Fig. 1: run 1, sequential cells colored by netlist name
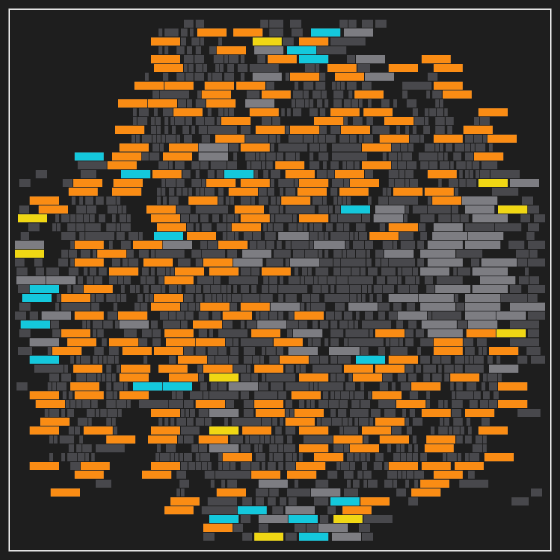
Fig. 2: run 1, selected gate families
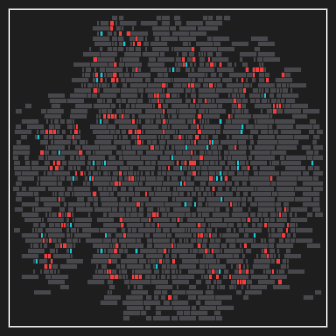
Fig. 3: run 1, PDN straps and rails
Pins as bars on the die edge.
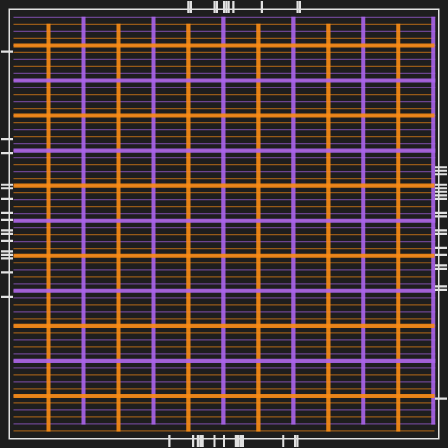
`config.mk`:
```
export PLATFORM = sky130hd
export DESIGN_NAME = switch_debounce_event
export DESIGN_NICKNAME = d
export VERILOG_FILES = /design/src/rtl/switch_debounce_event.sv
export SDC_FILE = /design/constraint.sdc
export NUM_CORES = 1
export LEC_CHECK = 0
export CAP_MARGIN = 20
export CORE_UTILIZATION = 50
export CTS_CLUSTER_DIAMETER = 100
export DETAILED_ROUTE_END_ITERATION = 8
export HOLD_SLACK_MARGIN = 0.08
export PLACE_DENSITY = 0.81
export SYNTH_ARGS = -nofsm -noshare
export SYNTH_HDL_FRONTEND = slang
export SYNTH_SLANG_ARGS = --single-unit
```
`constraint.sdc`:
```
create_clock -name CLK -period 2.15 [get_ports CLK]
set_input_delay 0.43 -clock CLK [delete_from_list [all_inputs] [get_ports CLK]]
set_output_delay 0.43 -clock CLK [all_outputs]
set_load 0.05 [all_outputs]
```
`src/rtl/switch_debounce_event.sv`:
```
// ---------------------------------------------------------------------------
// switch_debounce_event
//   Front end for the board slide switches. Each switch is synchronised,
//   debounced and turned into a clean level, a one-cycle-delayed history
//   copy, and registered rise/fall pulses. Every accepted edge is also
//   queued as an ordered event (switch index + direction) in a small FIFO
//   with a valid/ready handshake. Simultaneous edges are serialised in
//   ascending index order, one per cycle. When an event is overwritten
//   before it reaches the FIFO, a sticky flag is raised.
//
//   Ports
//     CLK, RESET_N  system clock; asynchronous active-low reset
//     SW_RAW        raw switch pins, asynchronous to CLK
//     SW_CLEAN      debounced switch levels
//     SW_HISTORY    SW_CLEAN delayed one cycle
//     SW_RISE/FALL  one-cycle pulses in the cycle SW_CLEAN changes
//     EVT_VALID     FIFO head holds an event
//     EVT_IDX       head switch index (4'hF when empty)
//     EVT_UP        head direction, 1 = rise (0 when empty)
//     EVT_READY     consumer accepts the head when EVT_VALID & EVT_READY
//     OVERFLOW      sticky: a pending event was overwritten
// ---------------------------------------------------------------------------

// Per-switch synchroniser and debouncer.
//   raw_i    raw pin
//   clean_o  debounced level;  hist_o  clean_o delayed one cycle
//   rise_o / fall_o  registered edge pulses
//   acc_o    combinational: a new level is being accepted this cycle
//   acc_up_o direction of that accepted level (the synchronised sample)
module switch_debounce_lane #(
    parameter int SYNC_STAGES     = 2,
    parameter int DEBOUNCE_CYCLES = 500000,
    parameter int CNT_W           = 20
) (
    input  logic CLK,
    input  logic RESET_N,
    input  logic raw_i,
    output logic clean_o,
    output logic hist_o,
    output logic rise_o,
    output logic fall_o,
    output logic acc_o,
    output logic acc_up_o
);
    localparam logic [CNT_W-1:0] CNT_MAX = CNT_W'(DEBOUNCE_CYCLES - 1);

    logic [SYNC_STAGES-1:0] sync_q;
    logic                   s;
    logic [CNT_W-1:0]       cnt_q, cnt_d;
    logic                   clean_q, clean_d;
    logic                   hist_q;
    logic                   rise_q, rise_d;
    logic                   fall_q, fall_d;
    logic                   acc;

    assign s = sync_q[SYNC_STAGES-1];

    // The counter only runs while the synchronised sample disagrees with
    // the clean level; any agreeing sample restarts the window.
    always_comb begin
        cnt_d   = '0;
        clean_d = clean_q;
        rise_d  = 1'b0;
        fall_d  = 1'b0;
        acc     = 1'b0;
        if (s != clean_q) begin
            if (cnt_q >= CNT_MAX) begin
                acc     = 1'b1;
                clean_d = s;
                rise_d  = s;
                fall_d  = ~s;
            end else begin
                cnt_d = cnt_q + 1'b1;
            end
        end
    end

    always_ff @(posedge CLK or negedge RESET_N) begin
        if (!RESET_N) begin
            sync_q  <= '0;
            cnt_q   <= '0;
            clean_q <= 1'b0;
            hist_q  <= 1'b0;
            rise_q  <= 1'b0;
            fall_q  <= 1'b0;
        end else begin
            sync_q  <= {sync_q[SYNC_STAGES-2:0], raw_i};
            cnt_q   <= cnt_d;
            clean_q <= clean_d;
            hist_q  <= clean_q;
            rise_q  <= rise_d;
            fall_q  <= fall_d;
        end
    end

    assign clean_o  = clean_q;
    assign hist_o   = hist_q;
    assign rise_o   = rise_q;
    assign fall_o   = fall_q;
    assign acc_o    = acc;
    assign acc_up_o = s;
endmodule

module switch_debounce_event #(
    parameter int N_SW            = 10,
    parameter int SYNC_STAGES     = 2,
    parameter int DEBOUNCE_CYCLES = 500000,
    parameter int CNT_W           = 20,
    parameter int FIFO_DEPTH      = 4
) (
    input  logic            CLK,
    input  logic            RESET_N,
    input  logic [N_SW-1:0] SW_RAW,
    output logic [N_SW-1:0] SW_CLEAN,
    output logic [N_SW-1:0] SW_HISTORY,
    output logic [N_SW-1:0] SW_RISE,
    output logic [N_SW-1:0] SW_FALL,
    output logic            EVT_VALID,
    output logic [3:0]      EVT_IDX,
    output logic            EVT_UP,
    input  logic            EVT_READY,
    output logic            OVERFLOW
);
    localparam int             PTR_W    = (FIFO_DEPTH > 1) ? $clog2(FIFO_DEPTH) : 1;
    localparam logic [PTR_W:0] FULL_CNT = (PTR_W+1)'(FIFO_DEPTH);
    localparam logic [3:0]     IDX_NONE = 4'hF;

    typedef struct packed {
        logic [3:0] idx;
        logic       up;
    } evt_t;

    logic [N_SW-1:0] acc, acc_up;

    // ---------------- per-switch debounce lanes ----------------
    for (genvar g = 0; g < N_SW; g++) begin : g_lane
        switch_debounce_lane #(
            .SYNC_STAGES    (SYNC_STAGES),
            .DEBOUNCE_CYCLES(DEBOUNCE_CYCLES),
            .CNT_W          (CNT_W)
        ) u_lane (
            .CLK     (CLK),
            .RESET_N (RESET_N),
            .raw_i   (SW_RAW[g]),
            .clean_o (SW_CLEAN[g]),
            .hist_o  (SW_HISTORY[g]),
            .rise_o  (SW_RISE[g]),
            .fall_o  (SW_FALL[g]),
            .acc_o   (acc[g]),
            .acc_up_o(acc_up[g])
        );
    end

    // ---------------- pending stage + scanner ----------------
    logic [N_SW-1:0] pend_q, pend_d;
    logic [N_SW-1:0] pdir_q, pdir_d;
    logic            ovf_q, ovf_d;
    logic            scan_hit;
    logic [3:0]      scan_idx;

    // FIFO state
    evt_t            mem_q [FIFO_DEPTH];
    logic [PTR_W-1:0] wr_ptr_q, rd_ptr_q;
    logic [PTR_W:0]  fcnt_q;
    logic            pop, push, can_push;
    evt_t            push_evt, head;

    // Lowest pending index: scan downwards so the last hit wins.
    always_comb begin
        scan_hit = 1'b0;
        scan_idx = '0;
        for (int i = N_SW - 1; i >= 0; i--) begin
            if (pend_q[i]) begin
                scan_hit = 1'b1;
                scan_idx = 4'(i);
            end
        end
    end

    // A full FIFO still accepts a push when the head is popped this cycle.
    assign pop          = (fcnt_q != '0) && EVT_READY;
    assign can_push     = (fcnt_q != FULL_CNT) || pop;
    assign push         = scan_hit && can_push;
    assign push_evt.idx = scan_idx;
    assign push_evt.up  = pdir_q[scan_idx];

    // The pushed entry is cleared before new edges are applied, so an edge
    // landing on the switch being pushed re-arms it without flagging overflow
    // (the push itself carries the old direction).
    always_comb begin
        pend_d = pend_q;
        pdir_d = pdir_q;
        ovf_d  = ovf_q;
        if (push) begin
            pend_d[scan_idx] = 1'b0;
        end
        for (int i = 0; i < N_SW; i++) begin
            if (acc[i]) begin
                if (pend_d[i]) begin
                    ovf_d = 1'b1;
                end
                pend_d[i] = 1'b1;
                pdir_d[i] = acc_up[i];
            end
        end
    end

    always_ff @(posedge CLK or negedge RESET_N) begin
        if (!RESET_N) begin
            pend_q <= '0;
            pdir_q <= '0;
            ovf_q  <= 1'b0;
        end else begin
            pend_q <= pend_d;
            pdir_q <= pdir_d;
            ovf_q  <= ovf_d;
        end
    end

    // ---------------- event FIFO ----------------
    // Pointers wrap naturally because the depth is a power of two.
    always_ff @(posedge CLK or negedge RESET_N) begin
        if (!RESET_N) begin
            wr_ptr_q <= '0;
            rd_ptr_q <= '0;
            fcnt_q   <= '0;
        end else begin
            if (push) begin
                wr_ptr_q <= wr_ptr_q + 1'b1;
            end
            if (pop) begin
                rd_ptr_q <= rd_ptr_q + 1'b1;
            end
            case ({push, pop})
                2'b10:   fcnt_q <= fcnt_q + 1'b1;
                2'b01:   fcnt_q <= fcnt_q - 1'b1;
                default: fcnt_q <= fcnt_q;
            endcase
        end
    end

    // Storage needs no reset: an entry is only read once it has been written.
    always_ff @(posedge CLK) begin
        if (push) begin
            mem_q[wr_ptr_q] <= push_evt;
        end
    end

    assign head      = mem_q[rd_ptr_q];
    assign EVT_VALID = (fcnt_q != '0);
    assign EVT_IDX   = EVT_VALID ? head.idx : IDX_NONE;
    assign EVT_UP    = EVT_VALID & head.up;
    assign OVERFLOW  = ovf_q;
endmodule

```
==> report_table.html, run 1 <==
<h3>Run summary</h3>
<table>
<tr><th>Metric</th><th>Value</th></tr>
<tr><th colspan="2">Run status</th></tr>
<tr><td>Outcome</td><td>finished, violations left</td></tr>
<tr><td>Violations in the final reports</td><td>DRC, setup timing</td></tr>
<tr><th colspan="2">Final timing</th></tr>
<tr><td>Setup ws final</td><td>-0.252 ns</td></tr>
<tr><td>Setup Viol. Count Final</td><td>20</td></tr>
<tr><td>Number of hold violations in the final report</td><td>0</td></tr>
<tr><td>Rel. slew slack</td><td>0.628</td></tr>
<tr><td>Max Slew Vio Count</td><td>0</td></tr>
<tr><td>Shortest clock period the worst path allows after layout</td><td>2.40 ns</td></tr>
<tr><td>Transition time of the tightest slew-check pin</td><td>0.552 ns</td></tr>
<tr><td>RSZ-0062 raised after global routing</td><td>yes</td></tr>
<tr><td>Worst slack on hold paths</td><td>0.309 ns</td></tr>
<tr><th colspan="2">GRT</th></tr>
<tr><td>Total routing usage reported by global routing</td><td>0.207</td></tr>
<tr><td>Via count of the first global-routing pass</td><td>9929</td></tr>
<tr><td>Initial antenna violation count</td><td>0</td></tr>
<tr><td>Maximum number of pins on one net before global-route repair</td><td>67</td></tr>
<tr><td>Congestion Overflow GR</td><td>0</td></tr>
<tr><th colspan="2">Min path</th></tr>
<tr><td>Hold path depth</td><td>1</td></tr>
<tr><td>Worst Hold End</td><td>g_lane[5].u_lane.sync_q[0]$_DFF_PN0_</td></tr>
<tr><td>Startpoint of the tightest hold check path</td><td>SW_RAW[5]</td></tr>
<tr><th colspan="2">Logic synthesis</th></tr>
<tr><td>Yosys warnings</td><td>0</td></tr>
<tr><td>Summed instance area of the synthesized netlist</td><td>0.0135 mm²</td></tr>
<tr><td>Top cell type's share of synthesized area</td><td>0.517</td></tr>
<tr><td>Register share after synthesis</td><td>0.561</td></tr>
<tr><td>Primary flip-flop cell chosen by synthesis mapping</td><td>dfrtp_1</td></tr>
<tr><td>Most frequent cells after synthesis</td><td>dfrtp_1, nor2_1, xor2_1</td></tr>
<tr><td>Number of cells in Yosys stat</td><td>approximately 1300</td></tr>
<tr><td>Cell count after synthesis</td><td>1257</td></tr>
<tr><td>Post-synth cell types</td><td>63</td></tr>
<tr><td>Fraction of the mapped netlist area in adder cells</td><td>0.0145</td></tr>
<tr><td>Post-Synth Simple-Gate Area</td><td>0.205</td></tr>
<tr><td>Mean Syn Cell Area</td><td>10.7 µm²</td></tr>
<tr><td>Flip-flop and latch count after synthesis</td><td>a little under 300</td></tr>
<tr><td>Largest cells by area after synthesis</td><td>dfrtp_1, nor2_1, xor2_1</td></tr>
<tr><th colspan="2">Placed design</th></tr>
<tr><td>Routability cong.</td><td>0.930</td></tr>
<tr><td>Placed Cells incl. Taps</td><td>between 1500 and 2000</td></tr>
<tr><td>HPWL Detailed</td><td>about 19000 µm</td></tr>
<tr><td>Port Buf Inserts</td><td>59</td></tr>
<tr><td>Placed cell area</td><td>0.0152 mm²</td></tr>
<tr><td>Post-place setup slack</td><td>-0.354 ns</td></tr>
<tr><th colspan="2">Clock tree</th></tr>
<tr><td>Clock buffers created by TritonCTS</td><td>31</td></tr>
<tr><td>CTS tree</td><td>yes</td></tr>
<tr><td>Sinks on the clock net</td><td>298</td></tr>
<tr><td>CTS hold repair buffers</td><td>1</td></tr>
<tr><td>Root cell of the clock tree</td><td>clkbuf_16</td></tr>
<tr><td>Cells resized by post-CTS repair</td><td>around 43</td></tr>
<tr><td>Setup Fix Bufs, Post-CTS</td><td>6</td></tr>
<tr><th colspan="2">Final layout</th></tr>
<tr><td>Logic cell area</td><td>0.00563 mm²</td></tr>
<tr><td>Portion of the layout cell area used by non-clock buffers</td><td>0.110</td></tr>
<tr><td>Flop Count</td><td>298</td></tr>
<tr><td>Number of inserted filler cells in the final layout</td><td>1925</td></tr>
<tr><td>Buffers excl. clock</td><td>204</td></tr>
<tr><td>Post-layout nets</td><td>roughly 1500</td></tr>
<tr><td>Flip-flop count of the largest register after layout</td><td>around 200</td></tr>
<tr><td>Layout cell share with drive strength beyond 1</td><td>0.200</td></tr>
<tr><td>Top register by number of flip-flops</td><td>g_lane.u_lane.cnt_q</td></tr>
<tr><td>Non-clock inverter instance count of the final layout</td><td>42</td></tr>
<tr><td>Final design instance area without fill</td><td>0.0167 mm²</td></tr>
<tr><td>Antenna diode instance count</td><td>0</td></tr>
<tr><td>Largest regs</td><td>g_lane.u_lane.cnt_q (200), g_lane.u_lane.sync_q (20), mem_q (20)</td></tr>
<tr><td>Count of clock-net buffers in the final layout</td><td>45</td></tr>
<tr><td>Area-dominant class</td><td>registers</td></tr>
<tr><td>Storage cell area</td><td>roughly 0.0076 mm²</td></tr>
<tr><td>Multi-Input Combinational</td><td>863</td></tr>
<tr><th colspan="2">Die</th></tr>
<tr><td>Floorplan die width</td><td>between 150 and 200 µm</td></tr>
<tr><td>Total number of placement rows</td><td>59</td></tr>
<tr><td>Number of placed I/O pins</td><td>60</td></tr>
<tr><td>Die y size</td><td>166 µm</td></tr>
<tr><td>Area of the chip</td><td>approximately 0.028 mm²</td></tr>
<tr><th colspan="2">Worst setup path</th></tr>
<tr><td>Reg-to-Reg End</td><td>OVERFLOW$_DFF_PN0_</td></tr>
<tr><td>Capture point of the critical path</td><td>EVT_IDX[0]</td></tr>
<tr><td>Cell class contributing the biggest share of worst-path delay</td><td>multiplexers</td></tr>
<tr><td>Kind of launch point of the worst setup path</td><td>flop</td></tr>
<tr><td>Startpoint of the most critical register-to-register path</td><td>pend_q[0]$_DFF_PN0_</td></tr>
<tr><td>Critical path required time</td><td>1.72 ns</td></tr>
<tr><td>Critical Path AT</td><td>1.97 ns</td></tr>
<tr><td>Crit path launch</td><td>rd_ptr_q[0]$_DFFE_PN0P_</td></tr>
<tr><td>CP Max Fanout</td><td>6</td></tr>
<tr><td>Path depth of the worst reg2reg path</td><td>8</td></tr>
<tr><td>List of cells traversed by the critical path</td><td>mux4_2 -&gt; or2_4 -&gt; buf_8</td></tr>
<tr><td>Worst-path cell with the longest stage delay</td><td>mux4_2</td></tr>
<tr><th colspan="2">Detailed routing</th></tr>
<tr><td>Antenna Violating Nets Remaining</td><td>0</td></tr>
<tr><td>Via density</td><td>5.42</td></tr>
<tr><td>Total routed wirelength</td><td>28700 µm</td></tr>
<tr><td>Via total after detailed routing</td><td>between 9000 and 10000</td></tr>
<tr><td>Drc violations</td><td>6</td></tr>
<tr><th colspan="2">Run</th></tr>
<tr><td>MaxCap Viol Count</td><td>0</td></tr>
<tr><td>Stage-log warning count</td><td>32</td></tr>
<tr><th colspan="2">Power</th></tr>
<tr><td>PD cells</td><td>997 mW/mm²</td></tr>
<tr><td>Worst vdd rail ir drop</td><td>0.000546 V</td></tr>
</table>
-- Fig. 1 (at the start) --
Key: yellow = g_lane.u_lane.hist_o [sequential cells 10, where spread over the die]; orange = g_lane.u_lane.cnt_q [sequential cells 200, where spread over the die]; cyan = g_lane.u_lane.sync_q [sequential cells 20]
Another 68 sequential cells are not colored.
sequential fraction of total cell area: 0.452
final core occ: 0.638

-- Fig. 2 (at the start) --
Key: cyan = inv cells [cells 42, most used inv_1]; red = nand cells [cells 178, most used nand2_1, where spread over the die]
multi-input combinational area share: 0.337
Cell Count, Final, Fillers Out: 1799
most numerous logic cell after layout: dfrtp_1

-- Fig. 3 (at the start) --
Key: purple = VDD; orange = VSS
60 signal pins sit on the boundary. 11 straps on met5.

run 1: power by group:
| part | internal (mW) | switching, mW |
|---|---|---|
| sequential | 6.31 | 0.458 |
| clock | 3.56 | 2.15 |
| combinational | 1.86 | 2.34 |
run 1: routing by layer:
| layer | global-route usage | share of wire | routed length (µm) | vias up |
|---|---|---|---|---|
| met4 | 0.0740 | 0.030 | 857 | 0 |
| li1 | - | - | - | 4608 |
| met5 | 0 | 0 | 0 | - |
| met2 | 0.356 | 0.50 | 14400 | 286 |
| met3 | 0.0288 | 0.053 | 1520 | 76 |
| met1 | 0.268 | 0.42 | 12000 | 4783 |
run 1: metrics by stage:
stage               power [mW]  TNS [ns]
floorplan                 9.01   -0.0778
global placement          10.3    -0.365
detailed placement        10.4    -0.468
CTS                       16.5     -1.47
global route              17.4     -3.60
finish                    16.7     -2.13
--- run 2 (diff from run 1) ---
Settings changed: SLEW_MARGIN set to 20.
Fig. 4: run 2, sequential cells colored by netlist name
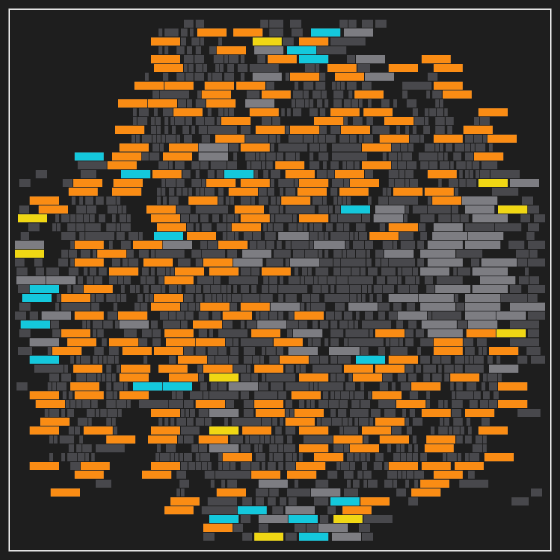
Storage cell area: 0.00756 mm²
power drawn by the sequential cells: 6.77 mW

==> run 2 against run 1 <==
Sequential cell count unchanged. Sequential share of layout area unchanged. Non-clock buffer count unchanged. Maximum frequency unchanged. Register-to-register slack hardly changed. Via count stayed put. Global-route usage unchanged. Clock power about the same. Design area unchanged. The flow still finishes with violations (DRC, setup timing). Die area is the same. Routed wire length unchanged. Cell count stayed put.
==> report_table.html, run 2 <==
<h3>Run summary</h3>
<table>
<tr><th>Metric</th><th>Value</th></tr>
<tr><th colspan="2">Final layout</th></tr>
<tr><td>Cell Count, Final, Fillers Out</td><td>1799 (unchanged)</td></tr>
<tr><td>Number of inserted filler cells in the final layout</td><td>1925 (unchanged)</td></tr>
<tr><td>Top register by number of flip-flops</td><td>g_lane.u_lane.cnt_q</td></tr>
<tr><td>Final design instance area without fill</td><td>0.0167 mm² (unchanged)</td></tr>
<tr><td>Final core occ</td><td>0.638 (unchanged)</td></tr>
<tr><td>Largest regs</td><td>g_lane.u_lane.cnt_q (200), g_lane.u_lane.sync_q (20), mem_q (20)</td></tr>
<tr><td>Flop Count</td><td>298 (unchanged)</td></tr>
<tr><td>Logic cell area</td><td>0.00563 mm² (unchanged)</td></tr>
<tr><td>Flip-flop count of the largest register after layout</td><td>200 (unchanged)</td></tr>
<tr><td>Portion of the layout cell area used by non-clock buffers</td><td>0.110 (unchanged)</td></tr>
<tr><td>Count of clock-net buffers in the final layout</td><td>45 (unchanged)</td></tr>
<tr><td>Post-layout nets</td><td>1468 (unchanged)</td></tr>
<tr><td>Area-dominant class</td><td>registers</td></tr>
<tr><td>Antenna diode instance count</td><td>0 (unchanged)</td></tr>
<tr><td>Multi-Input Combinational</td><td>863 (unchanged)</td></tr>
<tr><th colspan="2">Worst setup path</th></tr>
<tr><td>Startpoint of the most critical register-to-register path</td><td>pend_q[0]$_DFF_PN0_</td></tr>
<tr><td>Worst-path cell with the longest stage delay</td><td>mux4_2</td></tr>
<tr><td>Capture point of the critical path</td><td>EVT_IDX[0]</td></tr>
<tr><td>CP Max Fanout</td><td>6 (unchanged)</td></tr>
<tr><td>Crit path launch</td><td>rd_ptr_q[0]$_DFFE_PN0P_</td></tr>
<tr><td>Reg-to-Reg End</td><td>OVERFLOW$_DFF_PN0_</td></tr>
<tr><td>Kind of launch point of the worst setup path</td><td>flop</td></tr>
<tr><th colspan="2">Final timing</th></tr>
<tr><td>Number of hold violations in the final report</td><td>0 (unchanged)</td></tr>
<tr><td>Rel. slew slack</td><td>0.628 (unchanged)</td></tr>
<tr><td>Setup Viol. Count Final</td><td>20 (unchanged)</td></tr>
<tr><td>Transition time of the tightest slew-check pin</td><td>0.552 ns (unchanged)</td></tr>
<tr><td>Worst slack on hold paths</td><td>0.309 ns (unchanged)</td></tr>
<tr><td>Max Slew Vio Count</td><td>0 (unchanged)</td></tr>
<tr><td>Setup ws final</td><td>-0.252 ns (unchanged)</td></tr>
<tr><th colspan="2">Run status</th></tr>
<tr><td>Violations in the final reports</td><td>DRC, setup timing</td></tr>
<tr><td>Outcome</td><td>finished, violations left</td></tr>
<tr><th colspan="2">GRT</th></tr>
<tr><td>Met2 capacity usage during global routing</td><td>0.356 (unchanged)</td></tr>
<tr><td>Congestion Overflow GR</td><td>0 (unchanged)</td></tr>
<tr><td>Total routing usage reported by global routing</td><td>0.207 (unchanged)</td></tr>
<tr><td>Maximum number of pins on one net before global-route repair</td><td>67 (unchanged)</td></tr>
<tr><td>Peak-usage layer in the global routing report</td><td>met2</td></tr>
<tr><td>GR Layer Usage met1</td><td>0.268 (unchanged)</td></tr>
<tr><td>Via count of the first global-routing pass</td><td>9929 (unchanged)</td></tr>
<tr><th colspan="2">Placed design</th></tr>
<tr><td>Placed Cells incl. Taps</td><td>1727 (unchanged)</td></tr>
<tr><td>Port Buf Inserts</td><td>59 (unchanged)</td></tr>
<tr><td>HPWL Detailed</td><td>18900 µm (unchanged)</td></tr>
<tr><td>Placed cell area</td><td>0.0152 mm² (unchanged)</td></tr>
<tr><th colspan="2">Run</th></tr>
<tr><td>Stage-log warning count</td><td>32 (unchanged)</td></tr>
<tr><td>MaxCap Viol Count</td><td>0 (unchanged)</td></tr>
<tr><th colspan="2">Die</th></tr>
<tr><td>Die y size</td><td>166 µm (unchanged)</td></tr>
<tr><td>Area of the chip</td><td>0.0276 mm² (unchanged)</td></tr>
<tr><th colspan="2">Detailed routing</th></tr>
<tr><td>Total routed wirelength</td><td>28700 µm (unchanged)</td></tr>
<tr><td>Drc violations</td><td>6 (unchanged)</td></tr>
<tr><td>Via total after detailed routing</td><td>9753 (unchanged)</td></tr>
<tr><th colspan="2">Min path</th></tr>
<tr><td>Startpoint of the tightest hold check path</td><td>SW_RAW[5]</td></tr>
<tr><td>Hold path depth</td><td>1 (unchanged)</td></tr>
<tr><th colspan="2">Power</th></tr>
<tr><td>Overall power consumption</td><td>16.7 mW (unchanged)</td></tr>
<tr><td>Worst vdd rail ir drop</td><td>0.000546 V (unchanged)</td></tr>
<tr><td>PD cells</td><td>997 mW/mm² (unchanged)</td></tr>
<tr><th colspan="2">Logic synthesis</th></tr>
<tr><td>Post-Synth Simple-Gate Area</td><td>0.205 (unchanged)</td></tr>
<tr><td>Cell count after synthesis</td><td>1257 (unchanged)</td></tr>
<tr><td>Register share after synthesis</td><td>0.561 (unchanged)</td></tr>
<tr><td>Flip-flop and latch count after synthesis</td><td>298 (unchanged)</td></tr>
<tr><td>Summed instance area of the synthesized netlist</td><td>0.0135 mm² (unchanged)</td></tr>
<tr><td>Fraction of the mapped netlist area in adder cells</td><td>0.0145 (unchanged)</td></tr>
<tr><th colspan="2">Clock tree</th></tr>
<tr><td>Sinks on the clock net</td><td>298 (unchanged)</td></tr>
</table>
==> run 2: where the power goes <==
group	switching [mW]	leakage, nW	internal (mW)
clock	2.15	0.551	3.56
combinational	2.34	3.05	1.86
sequential	0.458	3.90	6.31
==> run 2: routing by layer <==
layer  vias to the layer above  wire (µm)  part of all wire
li1                       4608          -                 -
met4                         0        857             0.030
met1                      4783      12000              0.42
met2                       286      14400              0.50
met3                        76       1520             0.053
met5                         -          0                 0
==> run 2: repair_timing <==
action                                 CTS  global route
endpoints found under the hold margin   48             0
hold buffers                             1             0
pin swaps                                6            21
setup endpoints to repair               22            21
gates cloned                             0             2
gates resized                           43            44
setup buffers                            6             6
Power is estimated from default activity; no workload was simulated.
